File: src/rtl/mem_access.sv
// Memory stage: drives a req/ready data-memory port with store lane alignment and
// load extraction, stalls upstream while an access is outstanding, registers the WB bundle.
module mem_access #(
    parameter int DATA_WIDTH = 32,
    parameter int REG_ADDR_W = 5
) (
    input  logic                  clk,
    input  logic                  rst,
    input  logic                  valid_i,
    input  logic [DATA_WIDTH-1:0] alu_result_i,
    input  logic [DATA_WIDTH-1:0] store_data_i,
    input  logic [2:0]            funct3_i,
    input  logic                  mem_read_i,
    input  logic                  mem_write_i,
    input  logic                  wb_enable_i,
    input  logic [REG_ADDR_W-1:0] wb_addr_i,
    output logic                  stall_o,
    output logic                  dmem_req_o,
    output logic                  dmem_we_o,
    output logic [DATA_WIDTH-1:0] dmem_addr_o,
    output logic [3:0]            dmem_be_o,
    output logic [DATA_WIDTH-1:0] dmem_wdata_o,
    input  logic                  dmem_ready_i,
    input  logic [DATA_WIDTH-1:0] dmem_rdata_i,
    output logic                  wb_valid_o,
    output logic                  wb_enable_o,
    output logic [REG_ADDR_W-1:0] wb_addr_o,
    output logic [DATA_WIDTH-1:0] wb_data_o,
    output logic                  misalign_o
);

    typedef enum logic {IDLE, ACCESS} state_t;

    state_t                r_state;
    logic [1:0]            r_lane;
    logic [1:0]            r_size;
    logic                  r_unsigned;
    logic                  r_is_load;
    logic                  r_wb_en;
    logic [REG_ADDR_W-1:0] r_wb_addr;

    logic                  w_is_mem;
    logic                  w_is_store;
    logic [1:0]            w_size;
    logic                  w_misalign;
    logic [3:0]            w_be;
    logic [DATA_WIDTH-1:0] w_wdata;
    logic [DATA_WIDTH-1:0] w_rdata_sh;
    logic [DATA_WIDTH-1:0] w_load;

    // Size code: 0 byte, 1 half, 2 word; undefined encodings fall back to word.
    always_comb begin
        w_is_mem   = mem_read_i | mem_write_i;
        w_is_store = mem_write_i;
        case (funct3_i[1:0])
            2'b00:   w_size = 2'd0;
            2'b01:   w_size = 2'd1;
            default: w_size = 2'd2;
        endcase
        w_misalign = ((w_size == 2'd1) && alu_result_i[0]) ||
                     ((w_size == 2'd2) && (alu_result_i[1:0] != 2'b00));
        w_be    = 4'b1111;
        w_wdata = store_data_i;
        if (w_is_store) begin
            case (w_size)
                2'd0: begin
                    w_be    = 4'b0001 << alu_result_i[1:0];
                    w_wdata = {4{store_data_i[7:0]}};
                end
                2'd1: begin
                    w_be    = 4'b0011 << alu_result_i[1:0];
                    w_wdata = {2{store_data_i[15:0]}};
                end
                default: ;
            endcase
        end
    end

    always_comb begin
        w_rdata_sh = dmem_rdata_i >> {r_lane, 3'b000};
        case (r_size)
            2'd0:    w_load = r_unsigned ? {24'd0, w_rdata_sh[7:0]}
                                         : {{24{w_rdata_sh[7]}}, w_rdata_sh[7:0]};
            2'd1:    w_load = r_unsigned ? {16'd0, w_rdata_sh[15:0]}
                                         : {{16{w_rdata_sh[15]}}, w_rdata_sh[15:0]};
            default: w_load = dmem_rdata_i;
        endcase
    end

    // Gated by rst so every output reads 0 while reset is held, even with EX inputs active.
    always_comb begin
        stall_o = 1'b0;
        if (!rst) begin
            if (r_state == IDLE)
                stall_o = valid_i && w_is_mem && !w_misalign;
            else
                stall_o = !dmem_ready_i;
        end
    end

    always_ff @(posedge clk or posedge rst) begin
        if (rst) begin
            r_state      <= IDLE;
            r_lane       <= '0;
            r_size       <= '0;
            r_unsigned   <= 1'b0;
            r_is_load    <= 1'b0;
            r_wb_en      <= 1'b0;
            r_wb_addr    <= '0;
            dmem_req_o   <= 1'b0;
            dmem_we_o    <= 1'b0;
            dmem_addr_o  <= '0;
            dmem_be_o    <= '0;
            dmem_wdata_o <= '0;
            wb_valid_o   <= 1'b0;
            wb_enable_o  <= 1'b0;
            wb_addr_o    <= '0;
            wb_data_o    <= '0;
            misalign_o   <= 1'b0;
        end else begin
            wb_valid_o <= 1'b0;
            misalign_o <= 1'b0;
            case (r_state)
                IDLE: begin
                    if (valid_i) begin
                        if (!w_is_mem) begin
                            wb_valid_o  <= 1'b1;
                            wb_enable_o <= wb_enable_i;
                            wb_addr_o   <= wb_addr_i;
                            wb_data_o   <= alu_result_i;
                        end else if (w_misalign) begin
                            wb_valid_o  <= 1'b1;
                            wb_enable_o <= 1'b0;
                            wb_addr_o   <= wb_addr_i;
                            wb_data_o   <= alu_result_i;
                            misalign_o  <= 1'b1;
                        end else begin
                            r_state      <= ACCESS;
                            dmem_req_o   <= 1'b1;
                            dmem_we_o    <= w_is_store;
                            dmem_addr_o  <= {alu_result_i[DATA_WIDTH-1:2], 2'b00};
                            dmem_be_o    <= w_be;
                            dmem_wdata_o <= w_is_store ? w_wdata : '0;
                            r_lane       <= alu_result_i[1:0];
                            r_size       <= w_size;
                            r_unsigned   <= funct3_i[2];
                            r_is_load    <= !w_is_store;
                            r_wb_en      <= wb_enable_i && !w_is_store;
                            r_wb_addr    <= wb_addr_i;
                        end
                    end
                end
                ACCESS: begin
                    if (dmem_ready_i) begin
                        r_state     <= IDLE;
                        dmem_req_o  <= 1'b0;
                        dmem_we_o   <= 1'b0;
                        wb_valid_o  <= 1'b1;
                        wb_enable_o <= r_wb_en;
                        wb_addr_o   <= r_wb_addr;
                        wb_data_o   <= r_is_load ? w_load : '0;
                    end
                end
                default: r_state <= IDLE;
            endcase
        end
    end

endmodule

File: config.mk
export PLATFORM = sky130hd
export DESIGN_NAME = mem_access
export DESIGN_NICKNAME = d
export VERILOG_FILES = /design/src/rtl/mem_access.sv
export SDC_FILE = /design/constraint.sdc
export NUM_CORES = 1
export LEC_CHECK = 0
export ABC_CLOCK_PERIOD_IN_PS = 5100
export CORE_ASPECT_RATIO = 1.75
export CORE_UTILIZATION = 42
export CTS_BUF_LIST = sky130_fd_sc_hd__clkbuf_8
export DETAILED_ROUTE_END_ITERATION = 16
export PLACE_DENSITY = 0.76
export SKIP_LAST_GASP = 1
export SYNTH_ARGS = -nofsm -noshare
export SYNTH_HDL_FRONTEND = slang
export SYNTH_SLANG_ARGS = --single-unit
File: constraint.sdc
create_clock -name clk -period 5.1 [get_ports clk]
set_clock_uncertainty 0.2 [all_clocks]
set_input_delay 1.02 -clock clk [delete_from_list [all_inputs] [get_ports clk]]
set_output_delay 1.02 -clock clk [all_outputs]
set_load 0.01 [all_outputs]
### Cell density map

9 x 16 tiles, from black (low) to pale yellow (high), 0 to 100% covered.
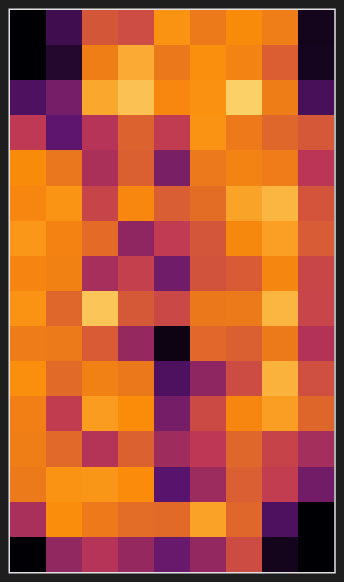
fullest tile: 90%
tiles over 75% full: 17%
mean over tiles: 57%
nearly empty tiles: 3.5%
final core utilization: 61.6%
Core Util at FP: 42.9%
core box area: 0.0138 sq mm

### Signal wires by layer

Scale bar: 20 um. Two of the layers only.
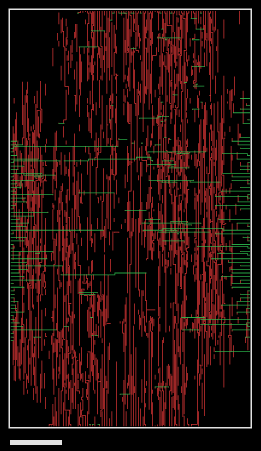
legend:
  green:
    layer: met3
    wire_length: 1150 um
  red:
    layer: met2
    wire_length: 10000 um
total track usage: 26.8%
wire per inst: 18.5 um
DR vias: 5570
Post-Route WL: 19.1 mm

### Track usage over the die

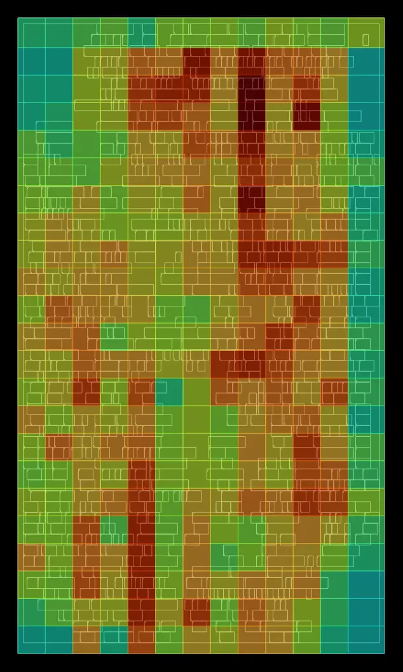
M2 GR Usage: 46.9%
met3 GRT Util: 4.82%
gr busiest metal: met2
met1 Usage GRT: 30.0%

### Sequential cells colored by netlist name

Scale bar: 20 um. Other sequential cells in the stronger gray, the rest of the logic in the fainter gray.
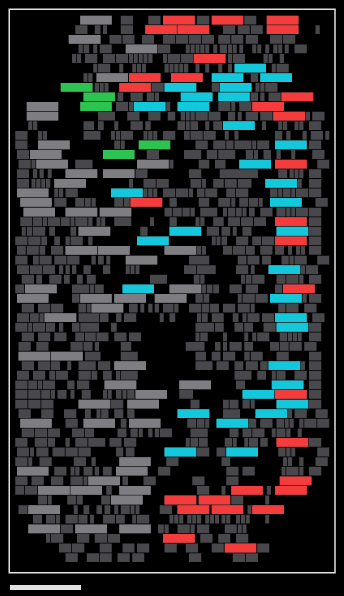
legend:
  cyan:
    signal: `wb_data_o`
    flops: 32
  red:
    signal: `dmem_addr_o`
    flops: 30
  green:
    signal: `r_wb_addr`
    flops: 5
    where: upper left
not colored: 54
total sequential power: 1.37 mW
flop share of the area: 35.5%
Flop area: 0.00303 sq mm

==> run notes <==
impl run done, here's what came out: diodes inserted 0, sequential-to-total area share from yosys stat 51.0%, initial antenna violation count 0, Synth Area in Adders 0%, Main synth FF type dfrtp_1, WP data required roughly 3900 ps, number of enable flip-flop cells 0, total gr overflow 0, Top cells by area dfrtp_1 51%, nand2_1 12%, mux2i_1 7.4%, Via density approximately 5.4, dominant logic cell type in the layout clkdlybuf4s50_1, slew margin rel. 23.3%, layout cell share with drive strength beyond 1 6.43%, Worst-Margin Slew roughly 1200 ps, vias in the first global route 5661, Worst-path clk slew approximately 70 ps, Final setup viols 0, P&R area growth vs syn 43.7%, dominant kind of combinational cell simple AND/OR/NAND/NOR gates, nets between 900 and 1k, first-pass GRT wire length 30.2 mm, DP Wirelength 13.9 mm, Pleak 3.73 nW, reg2reg setup slack 2100 ps, drt pass-1 iters 5, NetSw 1.15 mW, gp weighted congestion 0.888, P_clk about 0.8 mW, cts bufs inserted 17, PwrDens 395 mW/mm^2, Flop pwr share 40.8%, largest net degree at the start of global routing about 100, DRC violation count after routing 0, most frequent logic cells in the routed design 219 x clkdlybuf4s50_1, 182 x nand2_1, 121 x dfrtp_1, fin crit period between 4000 and 5000 ps, cts hold-fix bufs 0, #FFs+latches synth 121, Peak Freq 233 MHz, setup TNS 0 ps, post_cts resized 0, Compound Share, Synth about 16%, WS Path Type input pin to primary output, Async S/R FF share, synth 100%, run status finished, final reports clean, area reported by Yosys stat 0.00594 sq mm, Cell Area, Synth 0.00594 sq mm, final hold vios 0, post-layout period usage between 80% and 90%, Max-area cell share between 50% and 60%, CTS H-tree depth 4, DR iter-0 viols between 300 and 400, fin. max-slew vios 0, ys cells between 600 and 700, Simple Share, Synth 18.7%, sw frac 34.3%, Pwr top sequential cells, clock tree sinks 121, Peak VDD IR 0.227 mV, Mux area share approximately 8.6%, XOR/XNOR Area Share 0%, Max-Cap Viols 0, die width just over 90 um, CP Max Fanout 11, RSZ-0062 raised after global routing no, Pint 2.21 mW, list of most frequent post-synthesis cells 182 x nand2_1, 121 x dfrtp_1, 55 x nor2_1, CTS tree built, Critical Path AT 3070 ps, # Post-CTS Setup Buffers 0, top-count cell post-synth nand2_1, tool warnings 28, Die Ht 159 um, Gate Count Post-Synth 647, full die area roughly 0.015 sq mm, root buffer cell clkbuf_8
[worst max-delay path: stages]
cell             delay, ps
clkdlybuf4s50_1        670
nor2_1                 150
or2_1                  280
nand2b_4               150
o21ai_0                 90
and2_1                 160
clkdlybuf4s50_1        540
[path summary, 6_finish.rpt]
check,start,to,cells past startpoint
max,mem_write_i,stall_o,7
min,dmem_wdata_o[7]$_DFFE_PP0P_,dmem_wdata_o[7]$_DFFE_PP0P_,2
max reg2reg,r_lane[0]$_DFFE_PP0P_,wb_data_o[24]$_DFFE_PP0P_,5
min reg2reg,dmem_wdata_o[7]$_DFFE_PP0P_,dmem_wdata_o[7]$_DFFE_PP0P_,2
max in group asynchronous,rst,wb_data_o[8]$_DFFE_PP0P_,4
min in group asynchronous,rst,wb_data_o[27]$_DFFE_PP0P_,3
[stage by stage]
step	cells	instance area (sq um)	total power, mW	hold slack, ps	setup WS (ps)
4_1_cts	1033	8530	3.39	282	810
3_5_place_dp	1001	8170	2.59	260	820
2_1_floorplan	648	5940	1.92	242	672
3_3_place_gp	1001	8170	2.55	254	862
6_report	1033	8530	3.37	276	808
5_1_grt	1033	8530	3.55	299	619
[routing by layer]
layer,part of all wire [%],vias up,wire length [um]
li1,-,2622,-
met1,36,2667,6950
met2,52,228,10000
met3,6.0,53,1150
met4,5.3,0,1010
met5,0,-,0
[logic make-up (layout without fill, tap and decap cells)]
kind of cell           after synthesis  after routing
flip-flops                         121            121
buffers and inverters               66            274
AND-OR/OR-AND                      137            137
AND/OR/NAND/NOR                    273            273
multiplexers                        49             49
other                                1              2
[area by class of cell]
type	instances	area, sq um
fillers	1221	5310
flip-flops and latches	121	3030
multi-input cells	461	2600
repair buffers	228	2260
clock buffers	17	234
well taps	177	221
clock inverters	15	128
inverters	14	56.3
Power and IR drop assume default switching activity.
